$ cat config.mk
export PLATFORM = sky130hd
export DESIGN_NAME = branch_flag_unit
export DESIGN_NICKNAME = d
export VERILOG_FILES = /design/src/rtl/cpu_pkg.sv /design/src/rtl/branch_cond.sv /design/src/rtl/branch_flag_unit.sv
export SDC_FILE = /design/constraint.sdc
export NUM_CORES = 1
export LEC_CHECK = 0
export CORE_AREA = 2 2 39 41
export DETAILED_ROUTE_END_ITERATION = 10
export DIE_AREA = 0 0 41 43
export REMOVE_ABC_BUFFERS = 1
export SYNTH_ARGS = -nofsm -noshare
export SYNTH_HDL_FRONTEND = slang
export SYNTH_SLANG_ARGS = --single-unit
$ cat constraint.sdc
create_clock -name clk -period 1.43 [get_ports clk]
set_input_delay 0.286 -clock clk [delete_from_list [all_inputs] [get_ports clk]]
set_output_delay 0.286 -clock clk [all_outputs]
set_load 0.01 [all_outputs]
$ cat src/rtl/cpu_pkg.sv
// Shared types for the branch/flag unit: branch encodings, FSM states and the
// NZCV bit positions used by the flag register and the condition evaluator.
package cpu_pkg;

   typedef enum logic [2:0] {
      BR_NONE = 3'd0,
      BR_B    = 3'd1,
      BR_BR   = 3'd2,
      BR_CBZ  = 3'd3,
      BR_CBNZ = 3'd4,
      BR_B_LT = 3'd5,
      BR_B_EQ = 3'd6,
      BR_B_GE = 3'd7
   } br_type_t;

   typedef enum logic {
      ST_IDLE  = 1'b0,
      ST_FLUSH = 1'b1
   } bfu_state_t;

   localparam int FLAG_N = 3;
   localparam int FLAG_Z = 2;
   localparam int FLAG_C = 1;
   localparam int FLAG_V = 0;

endpackage

$ cat src/rtl/branch_cond.sv
// Purely combinational branch condition evaluator: decides taken/not-taken
// from the branch type, the effective NZCV flags and the CBZ/CBNZ zero test.
module branch_cond
   import cpu_pkg::*;
(
   input  logic [2:0] br_type,
   input  logic [3:0] flags,
   input  logic       cbz_zero,
   output logic       taken
);

   always_comb begin
      taken = 1'b0;
      case (br_type_t'(br_type))
         BR_B, BR_BR: taken = 1'b1;
         BR_CBZ:      taken = cbz_zero;
         BR_CBNZ:     taken = ~cbz_zero;
         BR_B_EQ:     taken = flags[FLAG_Z];
         BR_B_LT:     taken = flags[FLAG_N] ^ flags[FLAG_V];
         BR_B_GE:     taken = ~(flags[FLAG_N] ^ flags[FLAG_V]);
         default:     taken = 1'b0;
      endcase
   end

endmodule

$ cat src/rtl/branch_flag_unit.sv
// NZCV flag register, branch resolution and post-branch flush sequencer.
// Optional feature macro BRANCH_STATS_EN adds resolved/taken branch counters.
module branch_flag_unit
   import cpu_pkg::*;
#(
   parameter int FLUSH_CYCLES = 1
)
(
   input  logic        clk,
   input  logic        reset,
   input  logic        stall,
   input  logic        set_flags,
   input  logic        alu_neg,
   input  logic        alu_zero,
   input  logic        alu_carry,
   input  logic        alu_ovf,
   input  logic        br_valid,
   input  logic [2:0]  br_type,
   input  logic        cbz_zero,
   output logic [3:0]  flags,
   output logic        br_taken,
   output logic        flush,
   output logic        busy
`ifdef BRANCH_STATS_EN
   ,
   output logic [31:0] br_count,
   output logic [31:0] taken_count
`endif
);

   localparam logic [1:0] FLUSH_LOAD = 2'(FLUSH_CYCLES);

   bfu_state_t state_q, state_d;
   logic [1:0] cnt_q, cnt_d;
   logic [3:0] alu_flags;
   logic [3:0] eff_flags;
   logic       cond_taken;
   logic       idle;
   logic       resolve;

   assign alu_flags = {alu_neg, alu_zero, alu_carry, alu_ovf};
   assign idle      = (state_q == ST_IDLE);
   // Forward the EX flags so a compare and its dependent branch can share a cycle.
   assign eff_flags = set_flags ? alu_flags : flags;
   assign resolve   = br_valid && idle && !stall && !reset;
   assign br_taken  = resolve && cond_taken;
   assign flush     = br_taken || !idle;
   assign busy      = !idle;

   branch_cond u_cond (
      .br_type  (br_type),
      .flags    (eff_flags),
      .cbz_zero (cbz_zero),
      .taken    (cond_taken)
   );

   // Instructions being squashed during a flush must not update the flags.
   always_ff @(posedge clk) begin
      if (reset) begin
         flags <= 4'b0000;
      end else if (!stall && set_flags && idle) begin
         flags <= alu_flags;
      end
   end

   always_ff @(posedge clk) begin
      if (reset) begin
         state_q <= ST_IDLE;
         cnt_q   <= 2'd0;
      end else if (!stall) begin
         state_q <= state_d;
         cnt_q   <= cnt_d;
      end
   end

   always_comb begin
      state_d = state_q;
      cnt_d   = cnt_q;
      case (state_q)
         ST_IDLE: begin
            if (br_taken) begin
               state_d = ST_FLUSH;
               cnt_d   = FLUSH_LOAD;
            end
         end
         ST_FLUSH: begin
            if (cnt_q <= 2'd1) begin
               state_d = ST_IDLE;
               cnt_d   = 2'd0;
            end else begin
               cnt_d = cnt_q - 2'd1;
            end
         end
         default: begin
            state_d = ST_IDLE;
            cnt_d   = 2'd0;
         end
      endcase
   end

`ifdef BRANCH_STATS_EN
   always_ff @(posedge clk) begin
      if (reset) begin
         br_count    <= 32'd0;
         taken_count <= 32'd0;
      end else begin
         if (resolve) br_count <= br_count + 32'd1;
         if (br_taken) taken_count <= taken_count + 32'd1;
      end
   end
`endif

endmodule

run_1/layer_met1.png
Supply wires on this layer in grey.
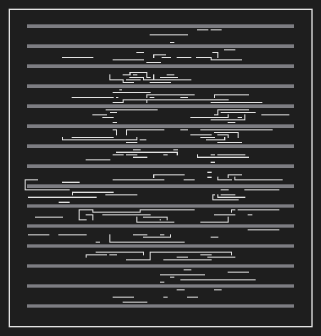
share of all routed wire: 46%
wire length on this layer: 452 um
grt met1 use: 16.8%
Vias: 435
total length of routed wires: 977 um

run_1/layer_met2.png
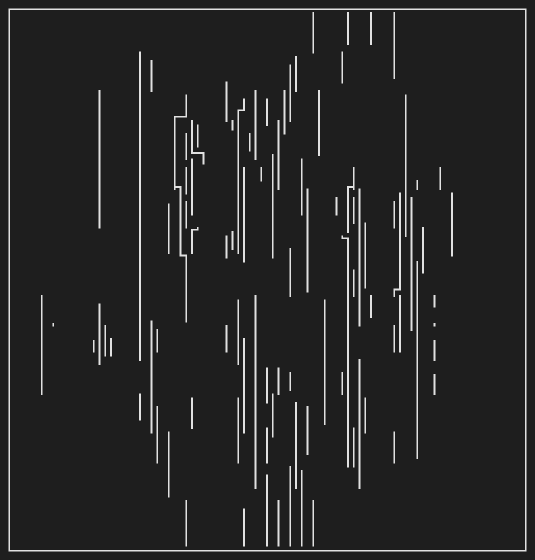
wire length on this layer: 457 um
longest straight run: 24.5 um

run_1/layer_met3.png
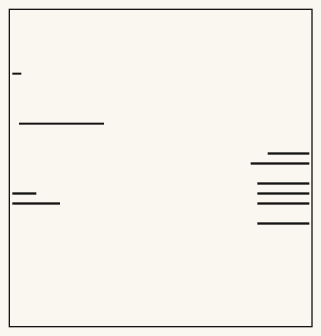
nets with wire on the layer: 9
longest straight run: 11.3 um
share of all routed wire: 6.3%
met3 usage in global routing: 1.57%

==> summary.txt, run 1 <==
Notes on the physical implementation.

- The violation tally from detailed-route iteration zero is 2, for reference.
- The total leakage power is ~0.33 nW, for reference.
- The report lists the number of cells resized after CTS as 24.
- The endpoint of the worst hold-timing path is flags[3], for reference.
- The tally of filler cells in the layout is 148, for reference.
- The destination of the worst register-to-register timing path is cnt_q[1], for reference.
- On the final layout, the worst hold slack is 0.463 ns.
- The share of the core area taken by cells at floorplan is 27.9%.
- The number of cells on the worst reg-to-reg path is 7, for reference.
- The clock network area share is 3.84%, for reference.
- For this sky-water flow run, the detailed-routed wirelength per cell is reported as between 10 and 15 um.
- The post-synthesis cell count from yosys is 42, for reference.
- The first global-routing pass estimated 1560 um of wire.
- The number of nets at the end of the flow is 89, for reference.
- The worst setup margin is -0.358 ns, for reference.
- The number of antenna violations at the first check in global routing was 0.
- The total routing usage reported by global routing is 12.9%, for reference.
- The path category of the worst min-delay check is input pin to register, for reference.
- Per the timing report, the biggest fanout along the worst path comes to 3.
- The final reports fail on setup timing.
- Cells fill 49.5% of the core in the end.
- The count of flip-flops and latches is 7, for reference.
- For this run the top cell type by instance count after synthesis was dfxtp_1.
- The tree is rooted in a clkbuf_4.
- The number of hold buffers added after CTS was 0.
- The flow ran to the end, but the final reports show violations.
- The cell area after synthesis is 387 sq um, for reference.
- The summed area of non-filler cells in the final layout is between 600 and 700 sq um, for reference.
- The final count of negative-setup-slack endpoints is 4, for reference.
- The cell at the slowest stage of the critical path is clkdlybuf4s50_1, for reference.
- The number of well taps is 16, for reference.
- The flow reports power dissipated in the clock network as between 0.15 and 0.2 mW.
- Per the run report, area growth between synthesis and finish was 77.0%.
- The longest incremental delay of any stage on the critical path is reported as 0.48 ns.
- The post-synthesis cell count is about 42, for reference.
## run 1: routing by layer
metal / up-vias / track usage (%) / routed length, um
met5: - / 0 / 0
met4: 0 / 8.00 / 6
met3: 2 / 1.57 / 61
met2: 9 / 19.1 / 456
met1: 203 / 16.8 / 451
li1: 221 / - / -
## run 1: flip-flops by register name, summed over array words and instances (netlist names)
name   count
busy       1
flags      4
cnt_q      2
## run 1: cells by family (layout without fill, tap and decap cells)
logic type	after synthesis	after routing	share of synthesized area, %
flip-flops	7	7	36.2
AND/OR/NAND/NOR	16	16	26.9
multiplexers	6	6	15.5
buffers and inverters	3	36	2.91
XOR/XNOR	2	2	4.53
AND-OR/OR-AND	8	8	13.9
run_1/clocks.png
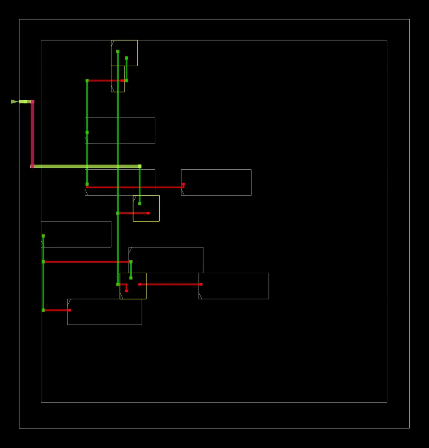

## Run 2: what changed since run 1
--- a/config.mk
+++ b/config.mk
@@ -8,7 +8,10 @@
 export CORE_AREA = 2 2 39 41
 export DETAILED_ROUTE_END_ITERATION = 10
 export DIE_AREA = 0 0 41 43
+export PLACE_DENSITY = 0.66
 export REMOVE_ABC_BUFFERS = 1
+export SKIP_LAST_GASP = 1
 export SYNTH_ARGS = -nofsm -noshare
 export SYNTH_HDL_FRONTEND = slang
+export SYNTH_HIERARCHICAL = 1
 export SYNTH_SLANG_ARGS = --single-unit
run_2/clocks.png
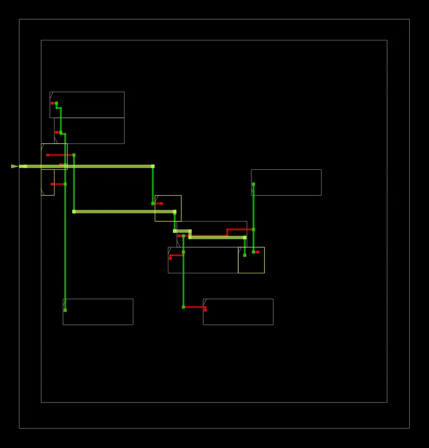
reported clock group power: 0.177 mW
clock tree buffer count of the final layout: 4
number of sequential cells in the layout: 7
TritonCTS sink count: 7
Worst-Skew Late Latency: 0.25 ns

run_2/metal_density.png
The bar under the picture is 10 um long. 8 x 9 tiles, from dark purple (low) to yellow (high), scaled to the fullest tile. Values are wire area over tile area, all layers added.
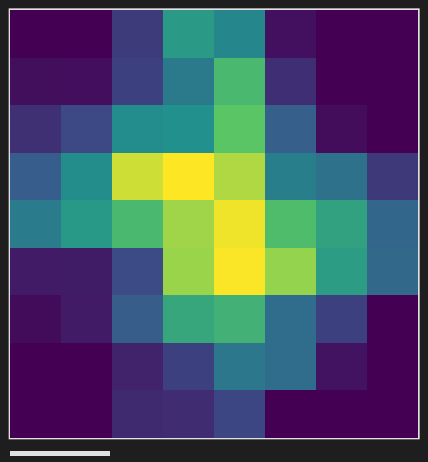
densest ninth of the die: centre
mean over tiles: 0.11
emptiest ninth of the die: upper right
total track usage: 14.2%
total length of routed wires: 1210 um
wire per inst: 13.0 um
Vias: 449

run_2/layer_met1.png
Supply wires on this layer in grey.
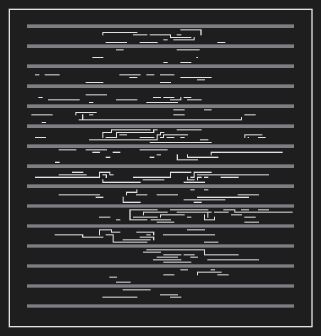
grt met1 use: 14.6%

==> run 2 against run 1 <==
  * The flow still finishes with violations (setup timing)
  * Final cell count up 2.2%
  * Critical path depth rose by 2
  * Count of clock-buffer cells in the layout stayed put
  * Worst setup slack worse by 0.70 ns
  * Utilization rose by 6.1 points
  * Synthesized cell count unchanged
  * Critical path type is now register to output port
  * Largest power group unchanged
==> summary.txt, run 2 <==
Notes on the physical implementation.

- The final reports fail on setup timing.
- The number of cells upsized or downsized after cts is 26 (+8.3%), for reference.
- The delay of the slowest cell on the worst path is 0.43 ns (-0.05 ns), for reference.
- The met2 global-route usage was 23.4% (+4.4 points).
- The signed area change from the synthesized netlist to the final layout is 93.7%, for reference.
- Registers are responsible for 37.8% of the overall power.
- The highest layer touched by signal routing is met3.
- The summed area of non-filler cells in the final layout was 768 sq um (+12%).
- The worst setup margin was -1.06 ns (-0.699 ns).
- STA reports the tightest min-delay check as being of type input pin to register.
- The post-cts hold-fix buffer tally is 0 (unchanged), for reference.
- The met1 wire length is 430 um (-4.7%), for reference.
- The final worst hold slack is 0.456 ns (-0.00687 ns), for reference.
- The worst-path maximum fanout is 3 (unchanged), for reference.
- The wire length on met3 is 63 um (+3.3%).
- The global-route wire length before repair is 1650 um (+5.8%).
- The total leakage power was 0.361 nW (+8.4%).
- The number of nets at the end of the flow came to 91 (+2.2%).
- The required arrival time at the worst endpoint is 1.14 ns, for reference.
- The final count of negative-setup-slack endpoints was 5 (+1).
- The cell area after synthesis is 397 sq um (+2.6%), for reference.
- STA on the placed design reports a worst setup slack of -1.78 ns.
- The number of flip-flops under the largest register name is 4 (unchanged).
- Ranked by flip-flop count, first place goes to flags.
- In this run the most used layer during global routing was met2.
- The global routing usage on met3 was 7.85% (+6.3 points).
- The flow ran to the end, but the final reports show violations.
- The initial core utilization came to 28.7% (+0.72 points).
- The cell at the slowest stage of the critical path is or4_4, for reference.
- The I/O pin count is 20, for reference.
- The utilization after layout came to 55.5% (+6.1 points).
- The tally of filler cells in the layout is 123 (-17%).
- The post-synthesis cell count is 42 (unchanged), for reference.
- The violation tally from detailed-route iteration zero is 6 (+4).
- The root buffer cell chosen for the clock tree is clkbuf_4.
- The number of antenna violations at the first check in global routing is 0 (unchanged), for reference.
[run 2: final timing paths]
check            from        to  slack [ns]  cells past startpoint
max reg2reg  flags[3]  cnt_q[0]       -0.76                      9
min           alu_neg  flags[3]        0.46                      3
max          flags[3]     flush       -1.06                      8
min reg2reg  flags[1]  flags[1]        0.51                      2
[run 2: power by group through the flow]
stage	clock network [mW]	registers, mW	logic [mW]
2_1_floorplan	0	0.216	0.0442
3_3_place_gp	0	0.211	0.137
3_5_place_dp	0	0.212	0.138
4_1_cts	0.185	0.208	0.143
5_1_grt	0.192	0.209	0.177
6_report	0.177	0.208	0.166
[run 2: final cells by class]
class                   count  area share (%)
multi-input cells          32            37.9
repair buffers             32            36.6
flip-flops and latches      7            18.4
clock buffers               4            3.42
well taps                  16            2.61
inverters                   2           0.977
## Run 3: what changed since run 2
--- a/config.mk
+++ b/config.mk
@@ -6,6 +6,7 @@
 export NUM_CORES = 1
 export LEC_CHECK = 0
 export CORE_AREA = 2 2 39 41
+export CTS_CLUSTER_DIAMETER = 50
 export DETAILED_ROUTE_END_ITERATION = 10
 export DIE_AREA = 0 0 41 43
 export PLACE_DENSITY = 0.66
run_3/metal_density.png
The bar under the picture is 10 um long. 8 x 9 tiles, from dark purple (low) to yellow (high), scaled to the fullest tile. Values are wire area over tile area, all layers added.
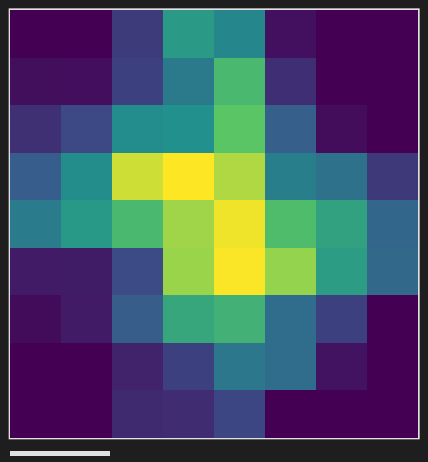
densest ninth of the die: centre
tiles over half the peak: 25%
mean over tiles: 0.11

run_3/layer_met2.png
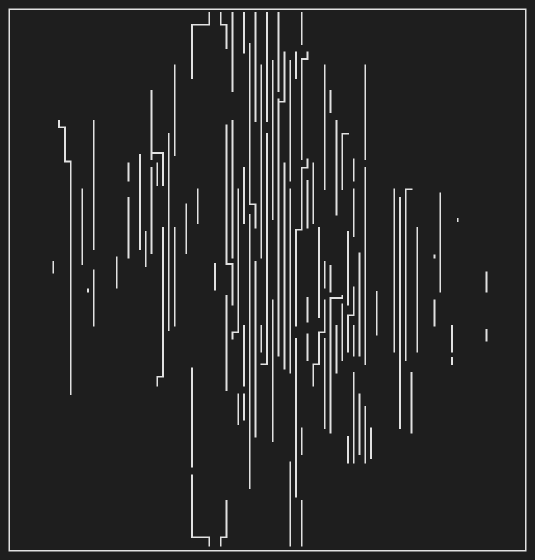
global routing usage on met2: 23.4%

run_3/layer_met3.png
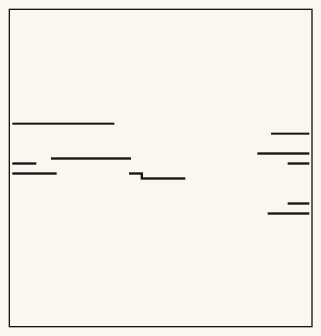
met3 usage in global routing: 7.85%

==> run 3 against run 2 <==
  * The run still ends with setup timing left
  * Largest power group unchanged
  * Clock skew is the same
  * Wire length is the same
  * Global-route usage is the same
  * Die area is the same
  * Synthesized cell count is the same
  * Sequential cell count is the same
  * Fmax is the same
  * Final cell count is the same
  * Combinational power is essentially flat
==> summary.txt, run 3 <==
Notes on the physical implementation.

- The cell sitting at the root of the clock tree is a clkbuf_4.
- The flow ran to the end, but the final reports show violations.
- The most crowded layer after global routing is met2, for reference.
- The initial core utilization is 28.7% (unchanged), for reference.
- The register with the most flip-flops in the final layout is flags.
- The final reports fail on setup timing.
- The I/O pin count is 20 (unchanged), for reference.
- The tally of filler cells in the layout is 123 (unchanged), for reference.
- The clock insertion delay at the later pin of the skew report was 0.25 ns (about the same).
- The required arrival time at the worst endpoint is 1.14 ns (about the same), for reference.
- The number of nets at the end of the flow came to 91 (unchanged).
- The average wire per cell in the routed design came to 13.0 um (unchanged).
- The worst setup margin came to -1.06 ns (unchanged).
- The number of flip-flops under the largest register name was 4 (unchanged).
- The cell area after synthesis is 397 sq um (unchanged), for reference.
- The multi-input gate count is 32 (unchanged), for reference.
- The sequential cell fraction of total power is 37.8% (about the same).
- The total number of vias is 449 (unchanged), for reference.
- The worst-path maximum fanout is 3 (unchanged), for reference.
- The number of well taps is 16 (unchanged), for reference.
- The total clock sinks is 7 (unchanged), for reference.
- The sequential share of cell area came to 18.4% (unchanged).
- The buffer count excluding the clock tree in the final layout is 32 (unchanged).
- The final worst hold slack is 0.456 ns (unchanged), for reference.
- The post-synthesis cell count is 42 (unchanged), for reference.
- The total combinational power is 0.166 mW (about the same).
- The final count of negative-setup-slack endpoints came to 5 (unchanged).
- The global-route wire length before repair is 1650 um (unchanged).
- The post-cts hold-fix buffer tally is 0 (unchanged), for reference.
==> run 3: stage by stage <==
stage	instances	cell area, sq um	setup TNS (ns)
after floorplan	41	385	-2.64
after global placement	87	678	-7.64
after detailed placement	87	678	-7.73
after CTS	92	719	-4.33
after global routing	93	768	-4.76
final	93	768	-4.25
==> run 3: path summary, 6_finish.rpt <==
kind	from	end	slack (ns)	depth (start not counted)
worst max-delay path	flags[3]	flush	-1.06	8
worst min register to register	flags[1]	flags[1]	0.51	2
worst min-delay path	alu_neg	flags[3]	0.46	3
worst max register to register	flags[3]	cnt_q[0]	-0.76	9
==> run 3: what timing repair did <==
| item | 4_1_cts | 5_1_grt |
|---|---|---|
| buffers inserted | 1 | 2 |
| gates resized | 26 | 8 |
| pin swaps | 5 | 3 |
| endpoints found under the setup margin | 9 | 6 |
Power is estimated from default activity; no workload was simulated.
